### src/rtl/entrada_debounce.sv
// Sync + debounce of enter, one-word capture buffer handed to the IN stage by req/ack; capture lands 2+DEBOUNCE_CYCLES+1 cycles after a clean press.
// A press that finds the buffer full is dropped and sets sticky overrun. Define ENTRADA_AUTOREPEAT_EN for hold-to-repeat captures.
module entrada_debounce #(
  parameter int WIDTH           = 18,
  parameter int DEBOUNCE_CYCLES = 50000,
  parameter int CNT_W           = 16,
  parameter int REPEAT_CYCLES   = 25000000
) (
  input  logic             clock,
  input  logic             reset,
  input  logic             enter_raw,
  input  logic [WIDTH-1:0] entrada_raw,
  input  logic             in_req,
  output logic [WIDTH-1:0] valor,
  output logic             pendente,
  output logic             sinal,
  output logic             overrun
);

  localparam logic [1:0] S_IDLE        = 2'd0;
  localparam logic [1:0] S_PRESS_CNT   = 2'd1;
  localparam logic [1:0] S_PRESSED     = 2'd2;
  localparam logic [1:0] S_RELEASE_CNT = 2'd3;

  localparam logic [CNT_W-1:0] CNT_LAST = CNT_W'(DEBOUNCE_CYCLES - 1);

  generate
    if (DEBOUNCE_CYCLES < 1 || DEBOUNCE_CYCLES > (2 ** CNT_W))
      $error("DEBOUNCE_CYCLES-1 does not fit in CNT_W bits");
    if (REPEAT_CYCLES < 1)
      $error("REPEAT_CYCLES must be at least 1");
  endgenerate

  logic             r_enter_s1, r_enter_s;
  logic [WIDTH-1:0] r_entrada_s1, r_entrada_s;
  logic [1:0]       r_state, w_state_nxt;
  logic [CNT_W-1:0] r_cnt, w_cnt_nxt;
  logic             w_pressed, w_deb_capture, w_rep_fire, w_capture, w_consume;
  logic [WIDTH-1:0] r_valor;
  logic             r_pendente, r_sinal, r_overrun;

  // Sync flops come out of reset in the released (high) state for enter.
  always_ff @(posedge clock or negedge reset) begin
    if (!reset) begin
      r_enter_s1   <= 1'b1;
      r_enter_s    <= 1'b1;
      r_entrada_s1 <= '0;
      r_entrada_s  <= '0;
    end else begin
      r_enter_s1   <= enter_raw;
      r_enter_s    <= r_enter_s1;
      r_entrada_s1 <= entrada_raw;
      r_entrada_s  <= r_entrada_s1;
    end
  end

  assign w_pressed = ~r_enter_s;

  always_comb begin
    w_state_nxt   = r_state;
    w_cnt_nxt     = r_cnt;
    w_deb_capture = 1'b0;
    case (r_state)
      S_IDLE: begin
        if (w_pressed) begin
          w_state_nxt = S_PRESS_CNT;
          w_cnt_nxt   = '0;
        end
      end
      S_PRESS_CNT: begin
        if (!w_pressed) begin
          w_state_nxt = S_IDLE;
        end else if (r_cnt == CNT_LAST) begin
          w_state_nxt   = S_PRESSED;
          w_deb_capture = 1'b1;
        end else begin
          w_cnt_nxt = r_cnt + CNT_W'(1);
        end
      end
      S_PRESSED: begin
        if (!w_pressed) begin
          w_state_nxt = S_RELEASE_CNT;
          w_cnt_nxt   = '0;
        end
      end
      default: begin
        if (w_pressed) begin
          w_state_nxt = S_PRESSED;
        end else if (r_cnt == CNT_LAST) begin
          w_state_nxt = S_IDLE;
        end else begin
          w_cnt_nxt = r_cnt + CNT_W'(1);
        end
      end
    endcase
  end

  always_ff @(posedge clock or negedge reset) begin
    if (!reset) begin
      r_state <= S_IDLE;
      r_cnt   <= '0;
    end else begin
      r_state <= w_state_nxt;
      r_cnt   <= w_cnt_nxt;
    end
  end

`ifdef ENTRADA_AUTOREPEAT_EN
  localparam int RCNT_W = (REPEAT_CYCLES > 2) ? $clog2(REPEAT_CYCLES) : 1;
  localparam logic [RCNT_W-1:0] REP_LAST = RCNT_W'(REPEAT_CYCLES - 1);

  logic [RCNT_W-1:0] r_rep_cnt;

  assign w_rep_fire = (r_state == S_PRESSED) && (r_rep_cnt == REP_LAST);

  // Only counts while held; any excursion out of PRESSED restarts the period.
  always_ff @(posedge clock or negedge reset) begin
    if (!reset) begin
      r_rep_cnt <= '0;
    end else if (r_state != S_PRESSED || w_rep_fire) begin
      r_rep_cnt <= '0;
    end else begin
      r_rep_cnt <= r_rep_cnt + RCNT_W'(1);
    end
  end
`else
  assign w_rep_fire = 1'b0;
`endif

  assign w_capture = w_deb_capture | w_rep_fire;
  // The sinal guard keeps a still-high in_req from double-consuming one word.
  assign w_consume = r_pendente & in_req & ~r_sinal;

  always_ff @(posedge clock or negedge reset) begin
    if (!reset) begin
      r_valor    <= '0;
      r_pendente <= 1'b0;
      r_sinal    <= 1'b0;
      r_overrun  <= 1'b0;
    end else begin
      r_sinal <= w_consume;
      if (w_capture) begin
        if (!r_pendente || w_consume) begin
          r_valor    <= r_entrada_s;
          r_pendente <= 1'b1;
        end else begin
          r_overrun <= 1'b1;
        end
      end else if (w_consume) begin
        r_pendente <= 1'b0;
      end
    end
  end

  assign valor    = r_valor;
  assign pendente = r_pendente;
  assign sinal    = r_sinal;
  assign overrun  = r_overrun;

endmodule

### config.mk
export PLATFORM = sky130hd
export DESIGN_NAME = entrada_debounce
export DESIGN_NICKNAME = d
export VERILOG_FILES = /design/src/rtl/entrada_debounce.sv
export SDC_FILE = /design/constraint.sdc
export NUM_CORES = 1
export LEC_CHECK = 0
export CAP_MARGIN = 30
export CORE_MARGIN = 4
export CORE_UTILIZATION = 48
export CTS_CLUSTER_SIZE = 30
export DETAILED_ROUTE_END_ITERATION = 8
export GPL_TIMING_DRIVEN = 0
export MAX_ROUTING_LAYER = met4
export PLACE_DENSITY = 0.81
export SYNTH_ARGS = -nofsm -noshare
export SYNTH_HDL_FRONTEND = slang
export SYNTH_SLANG_ARGS = --single-unit
export TNS_END_PERCENT = 20
### constraint.sdc
create_clock -name clock -period 1.8 [get_ports clock]
set_input_delay 0.27 -clock clock [delete_from_list [all_inputs] [get_ports clock]]
set_output_delay 0.27 -clock clock [all_outputs]
set_load 0.03 [all_outputs]
clock_nets.png
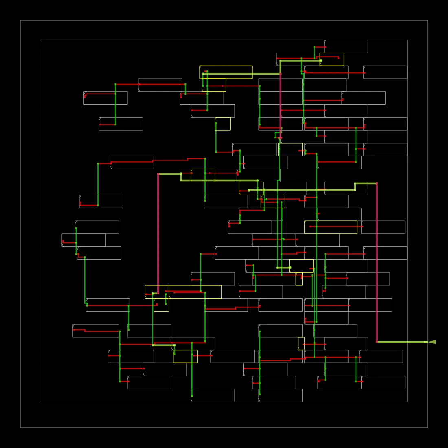
skew final: 0.00918 ns
Clk. pwr: 1550 uW
Worst-Skew Late Latency: 0.34 ns
TritonCTS Sinks: 77
TritonCTS Buffers: 9

layers.png
Bar = 20 um.
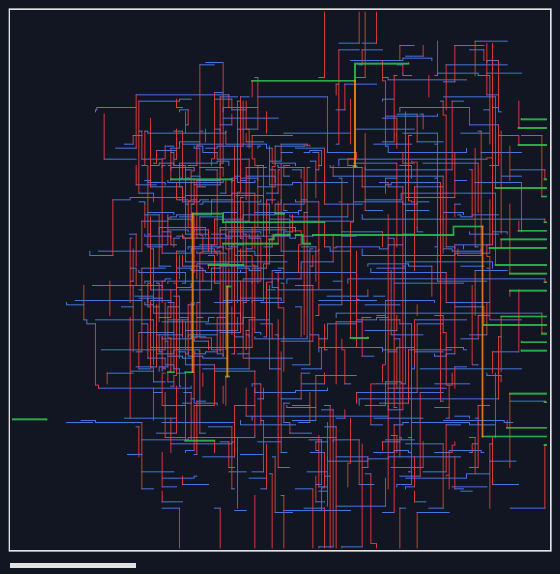
- M4: orange (wire length 86.4 um)
- M3: green (wire length 237 um)
- M1: blue (wire length 2,480 um)
- M2: red (wire length 2,990 um)

clock_wires.png
Bar = 20 um.
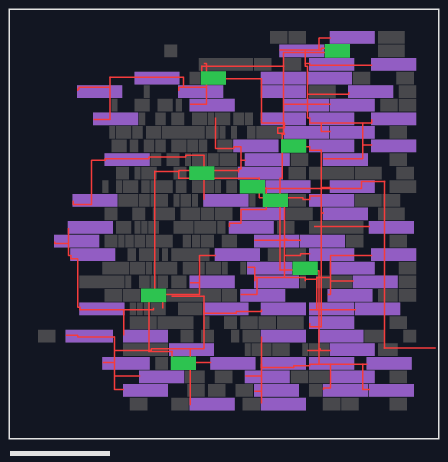
- clock-net drivers: green (count 9)
- clock wires: red (length 892 um)
- flip-flops: purple (count 77)
- routed clock nets: 10

floorplan.png
Bar = 20 um. Pins as bars on the die edge.
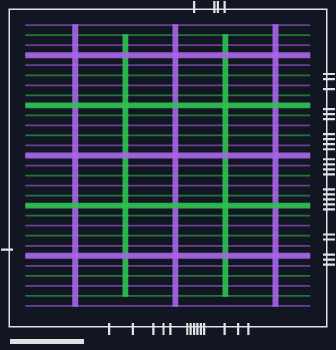
- VSS: purple
- VDD: green
- met5 straps: 5
- met4 straps: 5
- met1 rails: 29
- rows: 28
- signal pins: 43
Core Footprint: 5890 sq um
Die H: 85.7 um
floorplan die width: 85.7 um

==> flow_summary_export.csv <==
group,metric,value,unit
power,pwr-share-seq,45.1,%
sta,fmax,0.508,GHz
layout,comb_area,995,sq um
grt,grt_pass1_vias,1884,
routing,firstDrtPassIters,4,
logic_synthesis,ff_type,"dfrtp_1",
logic_synthesis,yosys_warnings,0,
cts,cts_tree,"done",
grt,track_usage,16.6,%
place,dp.cells,318,
layout,syn2layout_area_growth,33.4,%
routing,ant_nets,0,
sta,maxSlewHeadroom,39.4,%
status,violations,"negative setup slack",
cts,htreeDepth,3,
cts,ctsResizeCount,8,
power,switchingPower,1100,uW
sta,rsz0062_at_grt,"true",
layout,seq_share,49.9,%
place,pre_cts_slack,-0.458,ns
layout,seqCellArea,1930,sq um
routing,wl,5790,um
logic_synthesis,edf_count,0,
power,power-top-group,"registers",
sta,finalSetupViolCount,24,
critical_path,reg2reg_from,"r_cnt[5]",
critical_path,crit_end,"valor[5]",
routing,drcViolationCount,0,
sta,finalCritPeriodShare,109,%
layout,final-instance-count-excl-fill,347,
status,status,"finished, violations left",
power,switching_share,26.3,%
critical_path,reg2reg_setup_slack,-0.17,ns
cts,clk_pin_slew_worst_paths,0.08,ns
power,leakage,0.00179,uW
sta,fin_hold_ws,0.0729,ns
layout,num-nets-final,293,
logic_synthesis,yosys.stat.seqShare,66.6,%
critical_path,worstPathArrival,2.20,ns
layout,inv_count,6,
logic_synthesis,ys_types,38,
layout,signal_buffers,59,
layout,fill_cells,406,
place,port_buffers,42,
grt,grt_pass1_wl,9000,um
floorplan,placementRows,28,
cts,hold_buffers,0,
routing,drt_iter0_drc,92,
grt,grt_max_degree,78,
routing,wl_per_cell,16.7,um
layout,mostFrequentLayoutCells,"dfrtp_1 (75), clkdlybuf4s50_1 (41), nor2_1 (18), buf_4 (13), mux2_4 (11)",
power,comb_power,748,uW
grt,grt_antenna_before_repair,0,
critical_path,rr_worst_depth,7,
logic_synthesis,ys_cells,201,
layout,nMultiInputCombCells,114,
sta,setup_ws,-0.170,ns
layout,largestClassByArea,"registers",
power,p_int,3080,uW
layout,antenna_cells,0,
layout,final_util,65.7,%
critical_path,cp-start-kind,"flop",
layout,buffer_area_share,15.2,%
sta,setup_tns,-2.83,ns
layout,final_cell_area,3870,sq um
critical_path,startpoint,"r_cnt[5]",
logic_synthesis,syn-num-nets,227,
layout,clock_buffers,11,
logic_synthesis,ys_area,2900,sq um
floorplan,pin_count,43,
layout,clock_area_share,6.18,%
critical_path,required,2.03,ns
routing,via_per_inst,5.16,
cts,cts_root_buf,"clkbuf_8",
power,seq_power,1890,uW
layout,ff_count,77,
logic_synthesis,syn_inst,201,
power,p_clk_share,37.1,%
place,gp_congestion,0.887,
critical_path,worstSetupEndpointType,"flop",
logic_synthesis,async_flop_share,100,%
sta,hold_violations,0,
min_path,hp-class,"in -> async",
logic_synthesis,synth_area_per_cell,14.4,sq um
flow_run,log.warning_count,31,
layout,drive_gt1_share,26.8,%
cts,cts_max_path_buffers,2,
critical_path,critPathMaxFanout,5,
grt,overflow,0,
sta,slew_viol_final,0,
sta,worst_pin_slew,0.910,ns
critical_path,r2r-end,"valor[5]",
floorplan,initCoreUtil,49.2,%
routing,vias,1792,
[routing by layer]
layer	track usage (%)	share of wire (%)	vias to the layer above
met5	-	0	-
met4	6.76	1.5	0
met3	5.00	4.1	8
met1	19.7	43	901
li1	-	-	832
met2	26.6	52	51
[state kept, by name (all words and copies together), names as in the netlist, named ones only]
signal and flops:
r_cnt 16, sinal 1, r_state 1, overrun 1
r_entrada_s1 18, r_enter_s1 1, r_enter_s 1, r_entrada_s 18
pendente 1, valor 18
[worst max-delay path: stages (launching register included)]
cell and delay [ns]:
dfrtp_1 0.43, and4bb_2 0.34, and4b_1 0.21, buf_6 0.12, nand3b_4 0.07, nand2b_4 0.19, clkbuf_16 0.20, mux2_4 0.30
[synth_stat cells, types with 2 or more instances]
cell | number | share of area, %
or3_1 | 3 | 0.65
o31ai_1 | 2 | 0.52
dfrtp_1 | 75 | 65
xor2_1 | 7 | 2.1
nand4_1 | 7 | 1.5
dfstp_2 | 2 | 1.8
nor3_1 | 2 | 0.35
nand3_1 | 7 | 1.2
nor2_1 | 20 | 2.6
mux2_4 | 10 | 5.2
nor4_1 | 4 | 0.86
inv_1 | 6 | 0.78
and4_1 | 3 | 0.91
and2_1 | 2 | 0.43
mux2_2 | 9 | 3.5
nand2_1 | 7 | 0.91
xnor2_1 | 6 | 1.8
ha_1 | 4 | 1.7
mux2i_1 | 2 | 0.69
buf_6 | 2 | 0.78
and4bb_2 | 2 | 0.86
and3_1 | 2 | 0.43
o21ai_0 | 2 | 0.35
[logic make-up after synthesis]
logic type      Yosys count  synth area share, %
flops                    77                 66.6
simple gates             67                 13.8
mux                      21                 9.37
xor+xnor                 13                 3.93
buf+inv                  10                 2.37
compound gates            9                 2.25
fa+ha+maj                 4                 1.73
No activity file was given, so power comes from the tool's default toggle rates.
